[config.mk]
export PLATFORM = sky130hd
export DESIGN_NAME = mem_arbiter
export DESIGN_NICKNAME = d
export VERILOG_FILES = /design/src/rtl/mem_arbiter.sv
export SDC_FILE = /design/constraint.sdc
export NUM_CORES = 1
export LEC_CHECK = 0
export ABC_AREA = 1
export CORE_AREA = 2 2 103 105
export DETAILED_ROUTE_END_ITERATION = 6
export DIE_AREA = 0 0 105 107
export SETUP_SLACK_MARGIN = 0.02
export SYNTH_ARGS = -nofsm -noshare
export SYNTH_HDL_FRONTEND = slang
export SYNTH_SLANG_ARGS = --single-unit
[constraint.sdc]
create_clock -name CLK -period 1.6 [get_ports CLK]
set_input_delay 0.16 -clock CLK [delete_from_list [all_inputs] [get_ports CLK]]
set_output_delay 0.16 -clock CLK [all_outputs]
set_load 0.01 [all_outputs]
[src/rtl/mem_arbiter.sv]
// ---------------------------------------------------------------------------
// mem_arbiter
//
// Purpose:
//   Shares one single-port RAM between the instruction cache and the data
//   cache of a core. Accesses are word-granular and one at a time. The dcache
//   has fixed priority. A starvation counter lets the icache win the next
//   grant after STARVE_LIMIT back-to-back dcache completions that happened
//   while a fetch was waiting.
//
// Ports:
//   CLK, RST           clock (rising edge) and synchronous active-high reset
//   iREN, iaddr        icache fetch request and word address
//   iwait, iload       icache handshake: iwait is low only in the cycle that
//                      iload carries the fetched word
//   dREN, dWEN         dcache read / write request (never both high)
//   daddr, dstore      dcache word address and write data
//   dwait, dload       dcache handshake: dwait is low only in the completion
//                      cycle, and dload carries the read data in that cycle
//   ramREN, ramWEN     RAM read / write strobes
//   ramaddr, ramstore  RAM address and write data
//   ramload            RAM read data
//   ramstate           00 FREE, 01 BUSY, 10 ACCESS (done), 11 ERROR
// ---------------------------------------------------------------------------
module mem_arbiter #(
    parameter int STARVE_LIMIT = 4,
    parameter int ADDR_W       = 32,
    parameter int WORD_W       = 32
) (
    input  logic              CLK,
    input  logic              RST,
    input  logic              iREN,
    input  logic [ADDR_W-1:0] iaddr,
    output logic              iwait,
    output logic [WORD_W-1:0] iload,
    input  logic              dREN,
    input  logic              dWEN,
    input  logic [ADDR_W-1:0] daddr,
    input  logic [WORD_W-1:0] dstore,
    output logic              dwait,
    output logic [WORD_W-1:0] dload,
    output logic              ramREN,
    output logic              ramWEN,
    output logic [ADDR_W-1:0] ramaddr,
    output logic [WORD_W-1:0] ramstore,
    input  logic [WORD_W-1:0] ramload,
    input  logic [1:0]        ramstate
);

    typedef enum logic [1:0] {
        IDLE   = 2'b00,
        IGRANT = 2'b01,
        DGRANT = 2'b10
    } state_t;

    localparam logic [1:0] RAM_ACCESS = 2'b10;
    localparam logic [1:0] RAM_ERROR  = 2'b11;
    localparam logic [3:0] STARVE_MAX = 4'(STARVE_LIMIT);

    state_t     state_q;
    state_t     state_d;
    logic [3:0] starve_cnt_q;
    logic [3:0] starve_cnt_d;
    logic [3:0] err_cnt_q;
    logic [3:0] err_cnt_d;

    logic       d_req;

    assign d_req = dREN | dWEN;

    // State and counter registers; reset returns to IDLE with both
    // counters cleared.
    always_ff @(posedge CLK) begin
        if (RST) begin
            state_q      <= IDLE;
            starve_cnt_q <= 4'd0;
            err_cnt_q    <= 4'd0;
        end else begin
            state_q      <= state_d;
            starve_cnt_q <= starve_cnt_d;
            err_cnt_q    <= err_cnt_d;
        end
    end

    // Next-state, counter and output logic. All outputs are combinational so
    // the granted requester sees ramload and its wait pulse in the same cycle
    // the RAM reports ACCESS, and a dropped request pulls the strobes down
    // immediately. While RST is high every output stays at its idle value, so
    // a completion in the reset cycle is suppressed.
    always_comb begin
        state_d      = state_q;
        starve_cnt_d = starve_cnt_q;
        err_cnt_d    = err_cnt_q;
        iwait        = 1'b1;
        dwait        = 1'b1;
        iload        = '0;
        dload        = '0;
        ramREN       = 1'b0;
        ramWEN       = 1'b0;
        ramaddr      = '0;
        ramstore     = '0;

        if (!RST) begin
            unique case (state_q)
                IDLE: begin
                    err_cnt_d = 4'd0;
                    // The dcache wins unless the waiting fetch has already
                    // been passed over STARVE_LIMIT times in a row.
                    if (d_req && !(iREN && (starve_cnt_q == STARVE_MAX))) begin
                        state_d = DGRANT;
                    end else if (iREN) begin
                        state_d = IGRANT;
                    end
                end

                IGRANT: begin
                    if (!iREN) begin
                        // Aborted fetch: no strobe, no pulse, counter kept.
                        state_d = IDLE;
                    end else begin
                        ramREN  = 1'b1;
                        ramaddr = iaddr;
                        if (ramstate == RAM_ACCESS) begin
                            iwait        = 1'b0;
                            iload        = ramload;
                            starve_cnt_d = 4'd0;
                            err_cnt_d    = 4'd0;
                            state_d      = IDLE;
                        end else if (ramstate == RAM_ERROR) begin
                            if (err_cnt_q != 4'hF) begin
                                err_cnt_d = err_cnt_q + 4'd1;
                            end
                        end
                    end
                end

                DGRANT: begin
                    if (!d_req) begin
                        state_d = IDLE;
                    end else begin
                        ramREN   = dREN;
                        ramWEN   = dWEN;
                        ramaddr  = daddr;
                        ramstore = dstore;
                        if (ramstate == RAM_ACCESS) begin
                            dwait     = 1'b0;
                            dload     = ramload;
                            err_cnt_d = 4'd0;
                            state_d   = IDLE;
                            // Only completions that overtook a waiting fetch
                            // count towards starvation.
                            if (iREN) begin
                                if (starve_cnt_q >= STARVE_MAX) begin
                                    starve_cnt_d = STARVE_MAX;
                                end else begin
                                    starve_cnt_d = starve_cnt_q + 4'd1;
                                end
                            end else begin
                                starve_cnt_d = 4'd0;
                            end
                        end else if (ramstate == RAM_ERROR) begin
                            if (err_cnt_q != 4'hF) begin
                                err_cnt_d = err_cnt_q + 4'd1;
                            end
                        end
                    end
                end

                default: begin
                    state_d = IDLE;
                end
            endcase
        end
    end

    // The RAM never sees a read and a write strobe together.
    a_strobe_exclusive: assert property (@(posedge CLK) !(ramREN && ramWEN));

endmodule

**Metal 1**

(4 px per µm) Supply wires on this layer in grey.
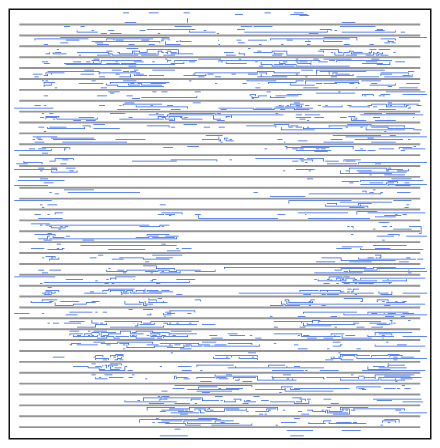
wire length on this layer = 4490 µm
main direction = horizontal

**Metal 2**

(2 px per µm)
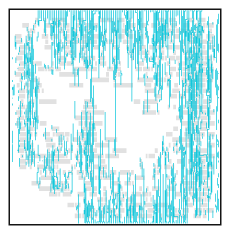
share of all routed wire = 55%
longest straight run = 45.6 µm
main direction = vertical
nets with wire on the layer = 660

**The metal 3 layer**

(4 px per µm)
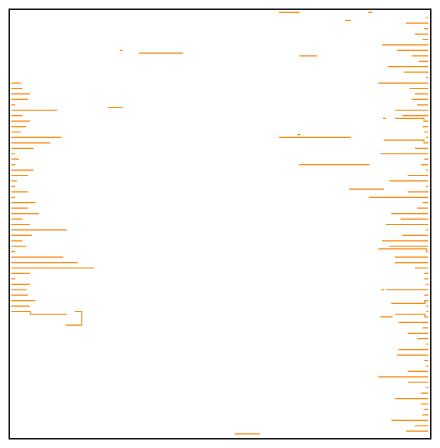
main direction = horizontal
nets with wire on the layer = 129
share of all routed wire = 5.8%
longest straight run = 20.5 µm
wire length on this layer = 678 µm

**Placement view**

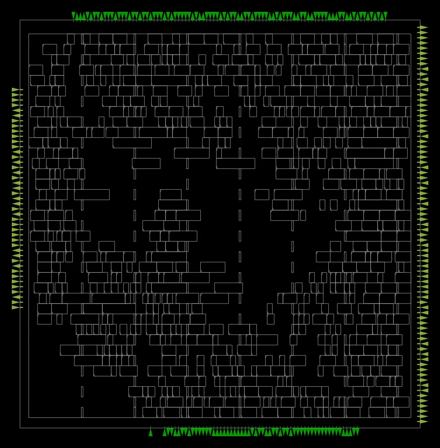
# Taps: 136
Finished Layout Cells: 789
Final Core Density: 51.6%
fill cell count: 1027

[cell usage after synthesis (2+ instances only)]
cell,instances,share of area (%)
buf_4,6,2.8
nand2_1,120,28
inv_1,49,11
a21oi_1,39,12
ha_1,6,4.6
nor2_1,104,24
dfxtp_1,6,7.4
nand3_2,2,1.2
buf_2,13,4.0
clkinv_2,2,0.61
nand3_1,5,1.5
clkbuf_1,2,0.46
[power by group through the flow]
stage	logic (mW)	clock network [mW]	registers [mW]
6_report	1.01	0.223	0.162
3_5_place_dp	0.832	0	0.162
3_3_place_gp	0.825	0	0.161
2_1_floorplan	0.279	0	0.161
4_1_cts	0.922	0.225	0.161
5_1_grt	1.08	0.238	0.163
[state kept, by name, summed over array words and instances, names as in the netlist]
register      count
state_q           2
starve_cnt_q      4
==> GITHUB_STEP_SUMMARY <==
## PnR job results

| Metric | Value |
|---|---|
| Xor/xnor share | 0% |
| Seq share, synth | 7.37% |
| Yosys cell types | 18 |
| Top sig layer | met4 |
| Top cell excl fill/tap | clkdlybuf4s50_1 |
| Gates resized, CTS repair | 487 |
| CP Class | flip-flop to output pin |
| R2r startpoint | state_q[1] |
| Post-DRT Antenna Nets | 0 |
| Final setup TNS | -8710 ps |
| Ant. Diodes | 0 |
| Slew @ Worst Pin | 236 ps |
| Simple Share, Synth | 56.2% |
| Metal3 WL | 677 µm |
| Capturing point of the worst reg2reg path | starve_cnt_q[2] |
| Placed cells | 760 |
| Crit-path max cell delay | 350 ps |
| Failing checks | setup timing |
| # rows | 37 |
| Type of origin of the critical path | flip-flop |
| Hold Startpoint | starve_cnt_q[3] |
| Status | finished with violations |
| Yosys chip area | 1630 µm² |
| Pwr Total | 1.39 mW |
| First-pass GRT wire length | 16700 µm |
| Hold Path End | starve_cnt_q[3] |
| FP Core Util | 16.2% |
| Met2 Use GR | 37.1% |
| TritonCTS clock tree | built |
| Worst-skew pair later-pin latency | 220 ps |
| Setup ws final | -173 ps |
| Endpoints failing setup | 128 |
| Cell Area, Synth | 1630 µm² |
| GRT overflow | 0 |
| Post-route clock skew | 1.04 ps |
Power is estimated from default activity; no workload was simulated.
